--- src/rtl/cnn_pkg.sv ---
// Shared constants and types for the 3x3 convolution front end.
// No logic and no latency of its own.
// Not involved in flow control.
package cnn_pkg;

    localparam int DATA_WIDTH = 16;
    localparam int WIN        = 3;

    // Per-window side information that travels with out_window.
    typedef struct packed {
        logic chan_last;
        logic frame_last;
    } win_meta_t;

    // Flat element index inside a window: r = row from the top, c = column from the left.
    function automatic int idx(input int r, input int c);
        return r * WIN + c;
    endfunction

endpackage

--- src/rtl/conv_window_3x3_line_buffer.sv ---
// One image line of pixel storage, addressed by column. The read is combinational and sees the old word.
// Latency: zero for the read; the write lands on the next clock edge.
// No flow control; the owner qualifies writes with wr_en.
module line_buffer #(
    parameter int DEPTH      = 3,
    parameter int DATA_WIDTH = cnn_pkg::DATA_WIDTH,
    parameter int AW         = (DEPTH > 1) ? $clog2(DEPTH) : 1
) (
    input  logic                  clk,
    input  logic [AW-1:0]         addr,
    input  logic                  wr_en,
    input  logic [DATA_WIDTH-1:0] wr_data,
    output logic [DATA_WIDTH-1:0] rd_data
);

    logic [DATA_WIDTH-1:0] mem [DEPTH];

    // A read and a write to the same address in one cycle return the previous contents.
    assign rd_data = mem[addr];

    always_ff @(posedge clk) begin
        if (wr_en) begin
            mem[addr] <= wr_data;
        end
    end

endmodule

--- src/rtl/conv_window_3x3.sv ---
// Turns a padded raster stream into 3x3 windows, one window per valid output position.
// Latency: one clock from the edge that accepts a pixel to the window it completes.
// One registered output stage; in_ready is low only while a window waits for out_ready.
module conv_window_3x3 #(
    parameter int DATA_WIDTH = cnn_pkg::DATA_WIDTH,
    parameter int K          = 1,
    parameter int H          = 1,
    parameter int W          = 1
) (
    input  logic                      clk,
    input  logic                      reset,
    input  logic [DATA_WIDTH-1:0]     in_data,
    input  logic                      in_valid,
    output logic                      in_ready,
    output logic [0:9*DATA_WIDTH-1]   out_window,
    output logic                      out_valid,
    input  logic                      out_ready,
    output logic                      out_chan_last,
    output logic                      out_frame_last
);

    import cnn_pkg::*;

    localparam int CW = $clog2(W + 2);
    localparam int RW = $clog2(H + 2);
    localparam int KW = (K > 1) ? $clog2(K) : 1;

    localparam logic [CW-1:0] COL_MAX   = CW'(W + 1);
    localparam logic [RW-1:0] ROW_MAX   = RW'(H + 1);
    localparam logic [KW-1:0] CHAN_MAX  = KW'(K - 1);
    localparam logic [CW-1:0] COL_FIRST = CW'(WIN - 1);
    localparam logic [RW-1:0] ROW_FIRST = RW'(WIN - 1);

    logic [CW-1:0] col;
    logic [RW-1:0] row;
    logic [KW-1:0] chan;

    logic accept;
    logic emit;
    logic col_wrap;
    logic row_wrap;
    logic chan_wrap;

    logic [DATA_WIDTH-1:0] lb0_rd;
    logic [DATA_WIDTH-1:0] lb1_rd;
    logic [DATA_WIDTH-1:0] new_col [WIN];
    logic [DATA_WIDTH-1:0] win     [WIN][WIN];
    win_meta_t             meta;

    assign in_ready  = !out_valid || out_ready;
    assign accept    = in_valid && in_ready;
    assign col_wrap  = (col == COL_MAX);
    assign row_wrap  = (row == ROW_MAX);
    assign chan_wrap = (chan == CHAN_MAX);
    // A window exists once the accepted pixel is its bottom-right corner.
    assign emit      = accept && (row >= ROW_FIRST) && (col >= COL_FIRST);

    // linebuf0 holds the previous line, linebuf1 the one before it.
    line_buffer #(
        .DEPTH      (W + 2),
        .DATA_WIDTH (DATA_WIDTH),
        .AW         (CW)
    ) u_linebuf0 (
        .clk     (clk),
        .addr    (col),
        .wr_en   (accept),
        .wr_data (in_data),
        .rd_data (lb0_rd)
    );

    line_buffer #(
        .DEPTH      (W + 2),
        .DATA_WIDTH (DATA_WIDTH),
        .AW         (CW)
    ) u_linebuf1 (
        .clk     (clk),
        .addr    (col),
        .wr_en   (accept),
        .wr_data (lb0_rd),
        .rd_data (lb1_rd)
    );

    assign new_col[0] = lb1_rd;
    assign new_col[1] = lb0_rd;
    assign new_col[2] = in_data;

    always_ff @(posedge clk or posedge reset) begin
        if (reset) begin
            col  <= '0;
            row  <= '0;
            chan <= '0;
        end else if (accept) begin
            if (col_wrap) begin
                col <= '0;
                if (row_wrap) begin
                    row  <= '0;
                    chan <= chan_wrap ? '0 : chan + 1'b1;
                end else begin
                    row <= row + 1'b1;
                end
            end else begin
                col <= col + 1'b1;
            end
        end
    end

    // The window array only moves on accept, so it is stable for as long as a window is stalled.
    always_ff @(posedge clk or posedge reset) begin
        if (reset) begin
            for (int r = 0; r < WIN; r++) begin
                for (int c = 0; c < WIN; c++) begin
                    win[r][c] <= '0;
                end
            end
        end else if (accept) begin
            for (int r = 0; r < WIN; r++) begin
                for (int c = 0; c < WIN - 1; c++) begin
                    win[r][c] <= win[r][c+1];
                end
                win[r][WIN-1] <= new_col[r];
            end
        end
    end

    always_ff @(posedge clk or posedge reset) begin
        if (reset) begin
            out_valid <= 1'b0;
            meta      <= '0;
        end else if (in_ready) begin
            out_valid       <= emit;
            meta.chan_last  <= emit && row_wrap && col_wrap;
            meta.frame_last <= emit && row_wrap && col_wrap && chan_wrap;
        end
    end

    always_comb begin
        out_window = '0;
        for (int r = 0; r < WIN; r++) begin
            for (int c = 0; c < WIN; c++) begin
                out_window[idx(r, c)*DATA_WIDTH +: DATA_WIDTH] = win[r][c];
            end
        end
    end

    assign out_chan_last  = meta.chan_last;
    assign out_frame_last = meta.frame_last;

endmodule

--- config.mk ---
export PLATFORM = sky130hd
export DESIGN_NAME = conv_window_3x3
export DESIGN_NICKNAME = d
export VERILOG_FILES = /design/src/rtl/cnn_pkg.sv /design/src/rtl/conv_window_3x3_line_buffer.sv /design/src/rtl/conv_window_3x3.sv
export SDC_FILE = /design/constraint.sdc
export NUM_CORES = 1
export LEC_CHECK = 0
export ABC_AREA = 0
export CAP_MARGIN = 25
export CORE_UTILIZATION = 40
export CTS_CLUSTER_SIZE = 16
export DETAILED_ROUTE_END_ITERATION = 8
export GPL_TIMING_DRIVEN = 0
export PLACE_DENSITY = 0.74
export REMOVE_ABC_BUFFERS = 1
export SYNTH_ARGS = -nofsm -noshare
export SYNTH_HDL_FRONTEND = slang
export SYNTH_SLANG_ARGS = --single-unit
--- constraint.sdc ---
create_clock -name clk -period 13.63 [get_ports clk]
set_input_delay 1.363 -clock clk [delete_from_list [all_inputs] [get_ports clk]]
set_output_delay 1.363 -clock clk [all_outputs]
set_load 0.005 [all_outputs]
==> GITHUB_STEP_SUMMARY <==
## Implementation flow summary

| Metric | Value |
|---|---|
| Critical Path AT | `3.02 ns` |
| Placed insts | `993` |
| Logic pwr share | `31.3%` |
| R2R setup slack | `11.22 ns` |
| Layout area overhead | `31.7%` |
| Nets@finish | `728` |
| Initial DRC Count | `215` |
| Pre-CTS WS | `9.25 ns` |
| Simple-Gate Area Share | `3.73%` |
| Met3 WL | `798 microns` |
| Wire per inst | `16.9 microns` |
| Clock buffers | `39` |
| Num rows | `55` |
| Largest net degree at the start of global routing | `86` |
| Fill cells | `1818` |
| Top Layer Used | `met4` |
| Psw | `0.752 mW` |
| Antenna diode instance count | `0` |
| Reg power frac | `44.2%` |
| Sum Neg Setup Slack | `0 ns` |
| Register area | `6640 sq um` |
| Clock Power | `0.685 mW` |
| Sequential share of cell area | `54.1%` |
| Final RePlAce weighted congestion | `0.699` |
| Comb/total area | `20.4%` |
| Gr usage total | `15.0%` |
| CP Class | `in2out` |
| Reg2reg start | `out_valid$_DFFE_PP0N_` |
| CP max stage delay | `0.63 ns` |
| Worst EP required | `12.27 ns` |
| Netlist Area Pre-Place | `9320 sq um` |
| Mux share | `20.0%` |
| Die Width | `155 microns` |
| Biggest consumer | `sequential cells` |
| Hold slack | `0.501 ns` |
| Seq power | `1.24 mW` |
| Core Util, Final | `53.9%` |
| Period minus WS final | `4.38 ns` |
| CP startpoint | `out_ready` |
| Port-buffer cells | `167` |
| Met1 Track Usage GR | `19.7%` |
| Most Frequent Cell on Critical Path | `clkdlybuf4s50_1` |
| WL final | `17600 microns` |
| Worst Hold End | `out_window[60]$_DFFE_PP0P_` |
| EDFF count, synth | `96` |
| Chip area | `23900 sq um` |
| Total CTS buffers | `25` |
| Sw frac | `26.8%` |
| Final non-clock buffer share | `15.2%` |
| Combinational power | `0.878 mW` |
| Yosys warnings | `0` |
| Final instance area | `12300 sq um` |
| # Cells Yosys | `539` |
| Late-Pin Clk Latency | `0.51 ns` |
| YS chip area | `9320 sq um` |
| Top Ports | `168` |
| Status | `completed` |
| Distinct lib cells used | `22` |
| Crit Path Max Fanout | `10` |
| Gr busiest metal | `met2` |
| Worst vdd ir | `0.130 mV` |
Fig. 1: routed metal, one color a layer
Bar = 50 microns.
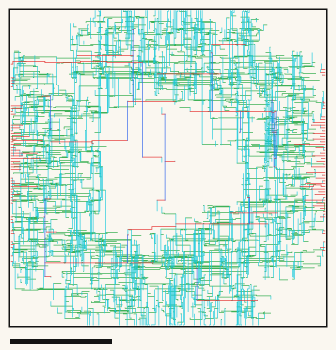
Key: metal 1 = green [wire length 7670 microns]; metal 4 = blue [wire length 343 microns]; metal 2 = cyan [wire length 8810 microns]; metal 3 = red [wire length 798 microns]

Fig. 2: PDN straps and rails
Bar = 50 microns. Pins as bars on the die edge.
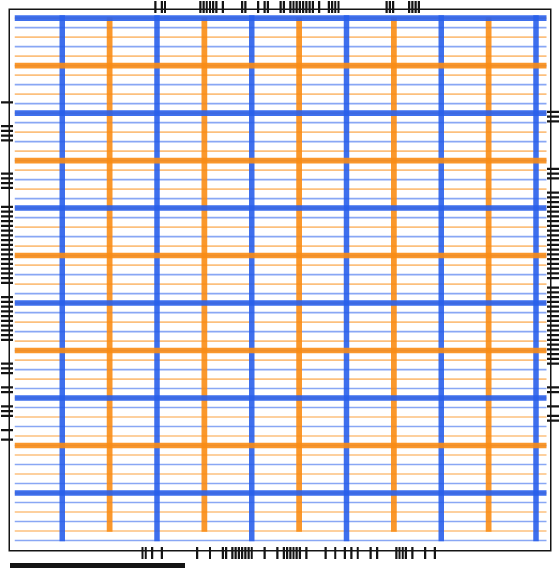
Key: VSS = blue; VDD = orange
168 signal pins sit on the boundary. 11 straps on met5.

No activity file was given, so power comes from the tool's default toggle rates.
